==> config.mk <==
export PLATFORM = sky130hd
export DESIGN_NAME = router_pkt_ctrl
export DESIGN_NICKNAME = d
export VERILOG_FILES = /design/src/rtl/router_pkt_ctrl.sv
export SDC_FILE = /design/constraint.sdc
export NUM_CORES = 1
export LEC_CHECK = 0
export CORE_AREA = 2 2 39 41
export CTS_CLUSTER_SIZE = 28
export DETAILED_ROUTE_END_ITERATION = 7
export DIE_AREA = 0 0 41 43
export PLACE_DENSITY = 0.68
export SYNTH_ARGS = -nofsm -noshare
export SYNTH_HDL_FRONTEND = slang
export SYNTH_SLANG_ARGS = --single-unit
export TNS_END_PERCENT = 1
==> constraint.sdc <==
create_clock -name clk -period 2.3 [get_ports clk]
set_input_delay 0.23 -clock clk [delete_from_list [all_inputs] [get_ports clk]]
set_output_delay 0.23 -clock clk [all_outputs]
set_load 0.05 [all_outputs]
==> src/rtl/router_pkt_ctrl.sv <==
// router_pkt_ctrl: input-side packet controller FSM for a 1x3 router
// Sequences header decode, payload load, FIFO-full stall and parity load/check.
// Ports: clk, resetn (sync, active-low); pkt_valid, data_in[ADDR_W] (header address);
//   fifo_full (addressed FIFO), fifo_empty_0..2, soft_reset_0..2, parity_done, low_pkt_valid;
//   outputs detect_add, lfd_state, ld_state, laf_state, full_state, write_en_reg, rst_int_reg, busy.
module router_pkt_ctrl #(
  parameter int ADDR_W     = 2,
  parameter bit DROP_INVAL = 1'b1
) (
  input  logic              clk,
  input  logic              resetn,
  input  logic              pkt_valid,
  input  logic [ADDR_W-1:0] data_in,
  input  logic              fifo_full,
  input  logic              fifo_empty_0,
  input  logic              fifo_empty_1,
  input  logic              fifo_empty_2,
  input  logic              soft_reset_0,
  input  logic              soft_reset_1,
  input  logic              soft_reset_2,
  input  logic              parity_done,
  input  logic              low_pkt_valid,
  output logic              detect_add,
  output logic              lfd_state,
  output logic              ld_state,
  output logic              laf_state,
  output logic              full_state,
  output logic              write_en_reg,
  output logic              rst_int_reg,
  output logic              busy
);
  typedef enum logic [2:0] {DA, LFD, LD, FFS, LAF, LP, CPE, WTE} state_t;
  state_t state, nxt;
  logic [ADDR_W-1:0] addr_q;
  logic [2:0] fifo_empty, soft_reset;
  logic addr_ok;
  assign fifo_empty = {fifo_empty_2, fifo_empty_1, fifo_empty_0};
  assign soft_reset = {soft_reset_2, soft_reset_1, soft_reset_0};
  // address 3 never starts a packet, whichever DROP_INVAL mode is selected
  assign addr_ok = (DROP_INVAL || !DROP_INVAL) && data_in < ADDR_W'(3);
  always_ff @(posedge clk) begin
    if (!resetn) begin
      state  <= DA;
      addr_q <= '0;
    end else begin
      state  <= nxt;
      addr_q <= (state == DA && pkt_valid && addr_ok) ? data_in : addr_q;
    end
  end
  always_comb begin
    nxt = DA;
    case (state)
      DA:      nxt = (pkt_valid && addr_ok) ? (fifo_empty[data_in] ? LFD : WTE) : DA;
      WTE:     nxt = fifo_empty[addr_q] ? LFD : WTE;
      LFD:     nxt = LD;
      LD:      nxt = fifo_full ? FFS : (!pkt_valid ? LP : LD);
      FFS:     nxt = fifo_full ? FFS : LAF;
      LAF:     nxt = parity_done ? DA : (low_pkt_valid ? LP : LD);
      LP:      nxt = CPE;
      CPE:     nxt = fifo_full ? FFS : DA;
      default: nxt = DA;
    endcase
    // timeout soft reset of the latched destination aborts the packet
    if (state != DA && soft_reset[addr_q]) nxt = DA;
  end
  assign detect_add   = state == DA;
  assign lfd_state    = state == LFD;
  assign ld_state     = state == LD;
  assign laf_state    = state == LAF;
  assign full_state   = state == FFS;
  assign rst_int_reg  = state == CPE;
  assign write_en_reg = state == LD || state == LAF || state == LP;
  assign busy         = !(state == DA || state == LD);
endmodule
Fig. 1: run 1, routing congestion map
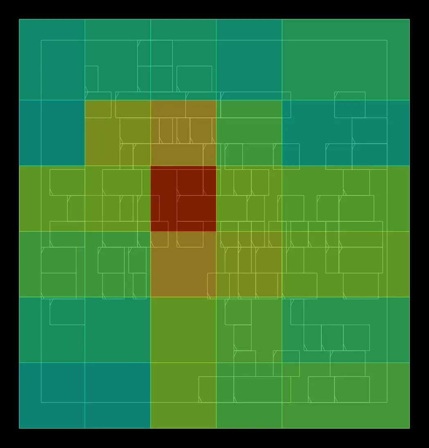
met1 usage: 0.1521
GRT Total Usage: 0.1358
GR Layer Usage met2: 0.2188
final core occ: 0.4792

Fig. 2: run 1, M3 wires
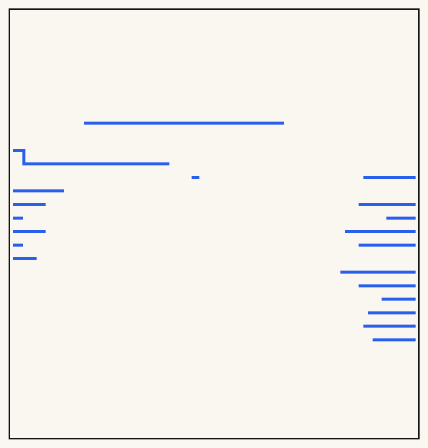
main direction	horizontal
longest straight run	19.8 µm
share of all routed wire	9.9%
routed wire length: 1067 µm
GR Util met3: 0.06283
vias: 499

Fig. 3: run 1, pin placement
Pins as bars across the die edge, other pins in gray.
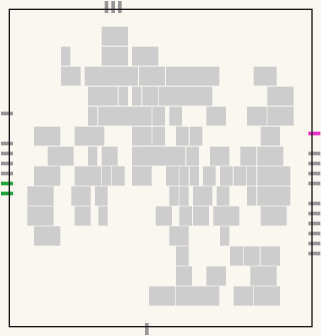
color	port	pins	direction	edge
magenta	`write_en_reg`	1	output	right
green	`data_in`	2	input	left
all pins by edge	11 right, 7 left, 3 top, 1 bottom
die x size: 41 µm
Die Span Y: 43 µm
IO Port Bufs: 21

Fig. 4: run 1, sequential cells grouped by signal name
Other cells in gray.
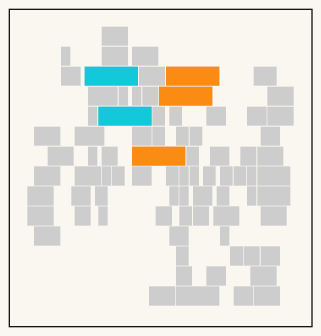
color	name in the netlist	sequential cells
orange	`state`	3
cyan	`addr_q`	2
register share of the cell area: 0.1509
FF/Latch Area: 100.1 µm²

==> flow_metrics.tcl, run 1 <==
# place-and-route summary
set metrics [dict create \
    status "complete, no violations" \
    cts-root-buf "clkbuf_4" \
    swShare 0.4928 \
    p_sw_mw 0.2998 \
    worst_slack_ns 0.2070 \
    cts.repair.resized 0 \
    grt_pass1_vias 415 \
    critical_path_buf_inv_count 2 \
    worstRegToRegCells 4 \
    vias_per_cell 5.144 \
    worst_ep_arrival_time_ns 1.86 \
    ff_type "dfxtp_1" \
    vdd_ir_drop_max_mv 0.3651 \
    worst_pin_slew_ns 0.5005 \
    finalNetCount 96 \
    ys_cells 59 \
    drc 0 \
    core_area_um2 1384 \
    fmax_mhz 477.8 \
    r2r_end "state[0]" \
    whs_ns 0.6084 \
    drtAntennaViolNets 0 \
    critPathMaxStageDelay_ns 0.69 \
    p_comb_mw 0.354 \
    num_rows 14 \
    drt_iter0_drc 4 \
    synthDistinctLibCells 24 \
    layout_top_cell "clkdlybuf4s50_1" \
    ys_top_cells_by_count "o21ai_0 (7), a21oi_1 (6), nor2_1 (6)" \
    design_area_um2 663.1 \
]
-- run 1: layer usage --
metal | global-route usage | up-vias | part of all wire
li1 | - | 259 | -
met5 | 0 | - | 0
met1 | 0.1521 | 217 | 0.43
met2 | 0.2188 | 21 | 0.47
met4 | 0.04000 | 0 | 0.0047
met3 | 0.06283 | 2 | 0.098
-- run 1: final cells by class --
class                      instances  area [µm²]
timing repair buffer              21       210.2
clock buffer                       4       26.28
fill                             138       720.7
sequential                         5       100.1
tap                               16       20.02
multi-input combinational         48       295.3
inverter                           3       11.26
-- run 1: logic make-up after synthesis --
family                 after synthesis  share of synthesized area
muxes                                2                    0.04546
buffers and inverters                6                     0.1023
and+or+nand+nor                     25                     0.3267
AOI/OAI and AO/OA                   21                     0.2983
DFF                                  5                     0.2273
==> run 1 -> run 2 <==
- CAP_MARGIN: unset -> 40
Fig. 5: run 2, routing congestion map
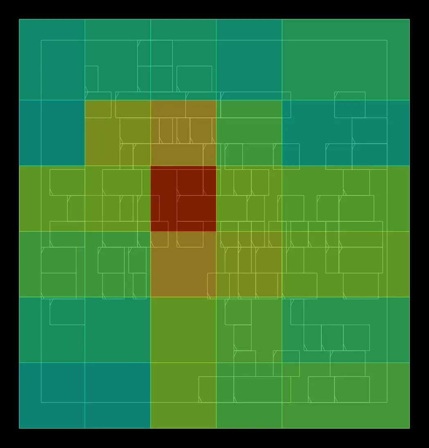
global routing's busiest layer: met2
Routed WL per cell: 11.00 µm

Fig. 6: run 2, routed metal, one color a layer
Only two layers are drawn.
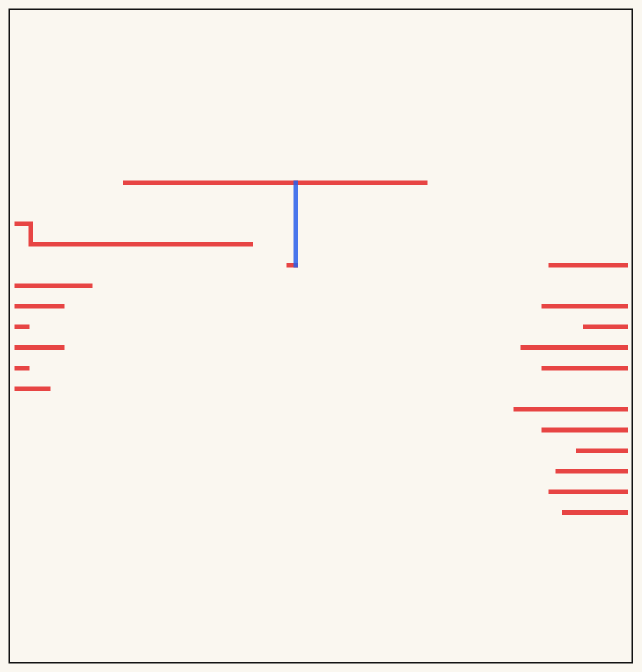
color	layer	wire length
blue	metal 4	5.40 µm
red	metal 3	106 µm

==> run 2 against run 1 <==
  * Setup slack unchanged
  * Clock power barely moved
  * Non-clock buffer count did not move
  * Sequential share of layout area stayed put
  * Combinational power about the same
  * Routed wire length did not move
  * Global-route usage is the same
  * First-iteration DRC count stayed put
  * Die size did not move
  * Flip-flop count unchanged
  * Largest power group unchanged
==> flow_metrics.tcl, run 2 <==
# place-and-route summary
set metrics [dict create \
    status "complete, no violations" \
    n_fill_cell 138 \
    grt_pass1_vias 415 \
    dr_wl_met2_um 499 \
    ys_cells 59 \
    layout_top_cell "clkdlybuf4s50_1" \
    clkbuf_count 4 \
    die_w_um 41 \
    ys_top_cells_by_count "o21ai_0 (7), a21oi_1 (6), nor2_1 (6)" \
    met3_wirelength_um 105 \
    clk_share 0.03962 \
    final_util 0.4792 \
    met3_usage 0.06283 \
    port_buffers 21 \
    comb_cells 48 \
    synth-adder-area-share 0 \
    cts-root-buf "clkbuf_4" \
    seq_share 0.1509 \
    worst_slack_ns 0.2070 \
    inv_count 3 \
    drc 0 \
    logic_area_um2 295.3 \
    cts.repair.resized 0 \
    vdd_ir_drop_max_mv 0.3651 \
    critPathMaxStageDelay_ns 0.69 \
    ff_type "dfxtp_1" \
    met1_length_um 456 \
    drtAntennaViolNets 0 \
    wl_um 1067 \
    worst_ep_arrival_time_ns 1.86 \
]
[run 2: cell counts in the layout (fill, tap and decap cells not counted)]
Identical to the previous run, type by type.
[run 2: power breakdown]
| group | switching [mW] | internal [mW] |
|---|---|---|
| registers | 0.0462 | 0.105 |
| clock network | 0.0378 | 0.0657 |
| logic | 0.216 | 0.138 |
[run 2: worst paths after layout]
path,cells after the start,slack [ns],endpoint
setup / recovery,3,0.21,rst_int_reg
hold / removal,1,0.61,addr_q[1]
setup reg to reg,4,0.87,state[0]
hold reg to reg,1,0.61,addr_q[1]
[run 2: critical path: cells and delay by family, from the launching register on]
family / cells / cell delay, ns
DFF: 1 / 0.56
and+or+nand+nor: 1 / 0.20
buffers and inverters: 2 / 0.85
Fig. 7: run 2, M3 wires
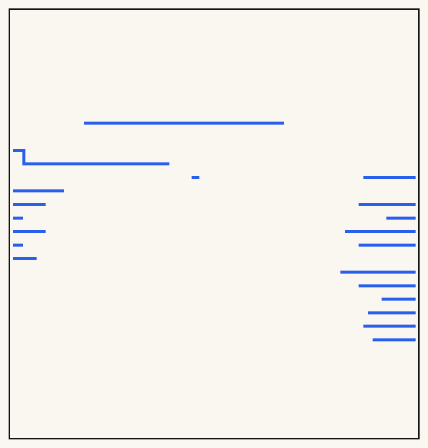

==> run 2 -> run 3 <==
- CTS_BUF_LIST: unset -> sky130_fd_sc_hd__clkbuf_8 sky130_fd_sc_hd__clkbuf_16
Fig. 8: run 3, M3 wires
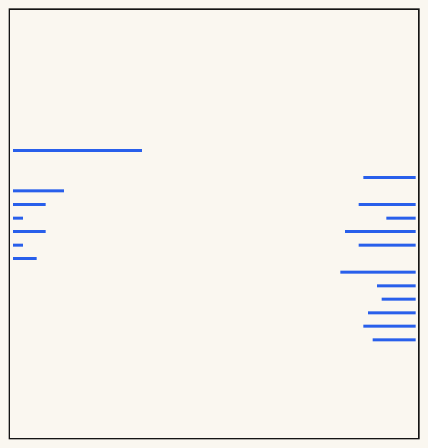
share of all routed wire	7.2%
nets with wire on the layer	18
main direction	horizontal
wire length on this layer	79.5 µm
routed wire length: 1102 µm
vias: 497

Fig. 9: run 3, pin placement
Pins as bars across the die edge, other pins in gray.
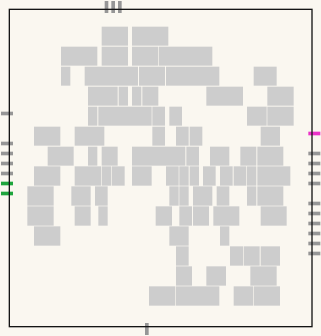
color	port	pins	direction	edge
magenta	`write_en_reg`	1	output	right
green	`data_in`	2	input	left
all pins by edge	11 right, 7 left, 3 top, 1 bottom

==> run 3 against run 2 <==
  * Clock-buffer cell count decreased by 1
  * Via count shrank 0.40%
  * Sequential share of layout area down 0.36 points
  * Global-route usage is 0.30 points higher
  * Critical path type unchanged
  * Highest routed layer is now met3
  * Total power rose by 9.1%
  * Core utilization rose by 1.2 points
  * Combinational power hardly changed
  * Maximum frequency down 4.8%
  * Largest cell class unchanged
==> flow_metrics.tcl, run 3 <==
# place-and-route summary
set metrics [dict create \
    ff_type "dfxtp_1" \
    die_w_um 41 \
    worst_pin_slew_ns 0.4987 \
    ys_cells 59 \
    p_sw_mw 0.3060 \
    die_y_um 43 \
    signal_buffers 21 \
    drc 0 \
    swShare 0.4611 \
    comb_share 0.4346 \
    final-seq-area_um2 100.1 \
    p_comb_frac 0.533 \
    dr.max_layer_used "met3" \
    layout_top_cell "clkdlybuf4s50_1" \
    seqPwrFrac 0.229 \
    vdd_ir_drop_max_mv 0.4442 \
    num_rows 14 \
    clkbuf_count 3 \
    logic_area_um2 295.3 \
    core_area_um2 1384 \
    n_fill_cell 139 \
    p_comb_mw 0.354 \
    final_util 0.4910 \
    met3_usage 0.06283 \
    port_buffers 21 \
    dr_wl_met2_um 537 \
    cts.repair.resized 0 \
    clock_power_mw 0.158 \
    drtAntennaViolNets 0 \
    vias_per_cell 5.124 \
    grt_pass1_vias 425 \
    fmax_mhz 454.7 \
    status "complete, no violations" \
    whs_ns 0.6038 \
    seq_cell_power_mw 0.152 \
    worst_ep_arrival_time_ns 1.97 \
    post_drt_wl_per_cell_um 11.36 \
    worst_slack_ns 0.1007 \
    use_met2 0.2281 \
    grtUsageTotal 0.1388 \
    met3_wirelength_um 79 \
    synthDistinctLibCells 24 \
    clk_share 0.06630 \
    internal-power_mw 0.3576 \
    seq_share 0.1473 \
    met1_length_um 485 \
    ys_top_cells_by_count "o21ai_0 (7), a21oi_1 (6), nor2_1 (6)" \
]
## run 3: cell counts after synthesis
Identical to the previous run, type by type.
## run 3: worst max-delay path, delay by kind of cell, from the launching register on
family        cells  cell delay [ns]
buf+inv           1             0.80
simple gates      2             0.40
flops             1             0.54
## run 3: final timing paths
kind | startpoint | end | slack (ns)
setup / recovery | state[1] | full_state | 0.10
hold reg to reg | addr_q[1] | addr_q[1] | 0.60
hold / removal | addr_q[1] | addr_q[1] | 0.60
setup reg to reg | state[2] | state[0] | 0.86
## run 3: logic make-up after synthesis
group,synth area share
AOI/OAI and AO/OA,0.2983
buffers and inverters,0.1023
DFF,0.2273
muxes,0.04546
and+or+nand+nor,0.3267
Power figures rest on the tool's default switching activity, not on a simulated workload.
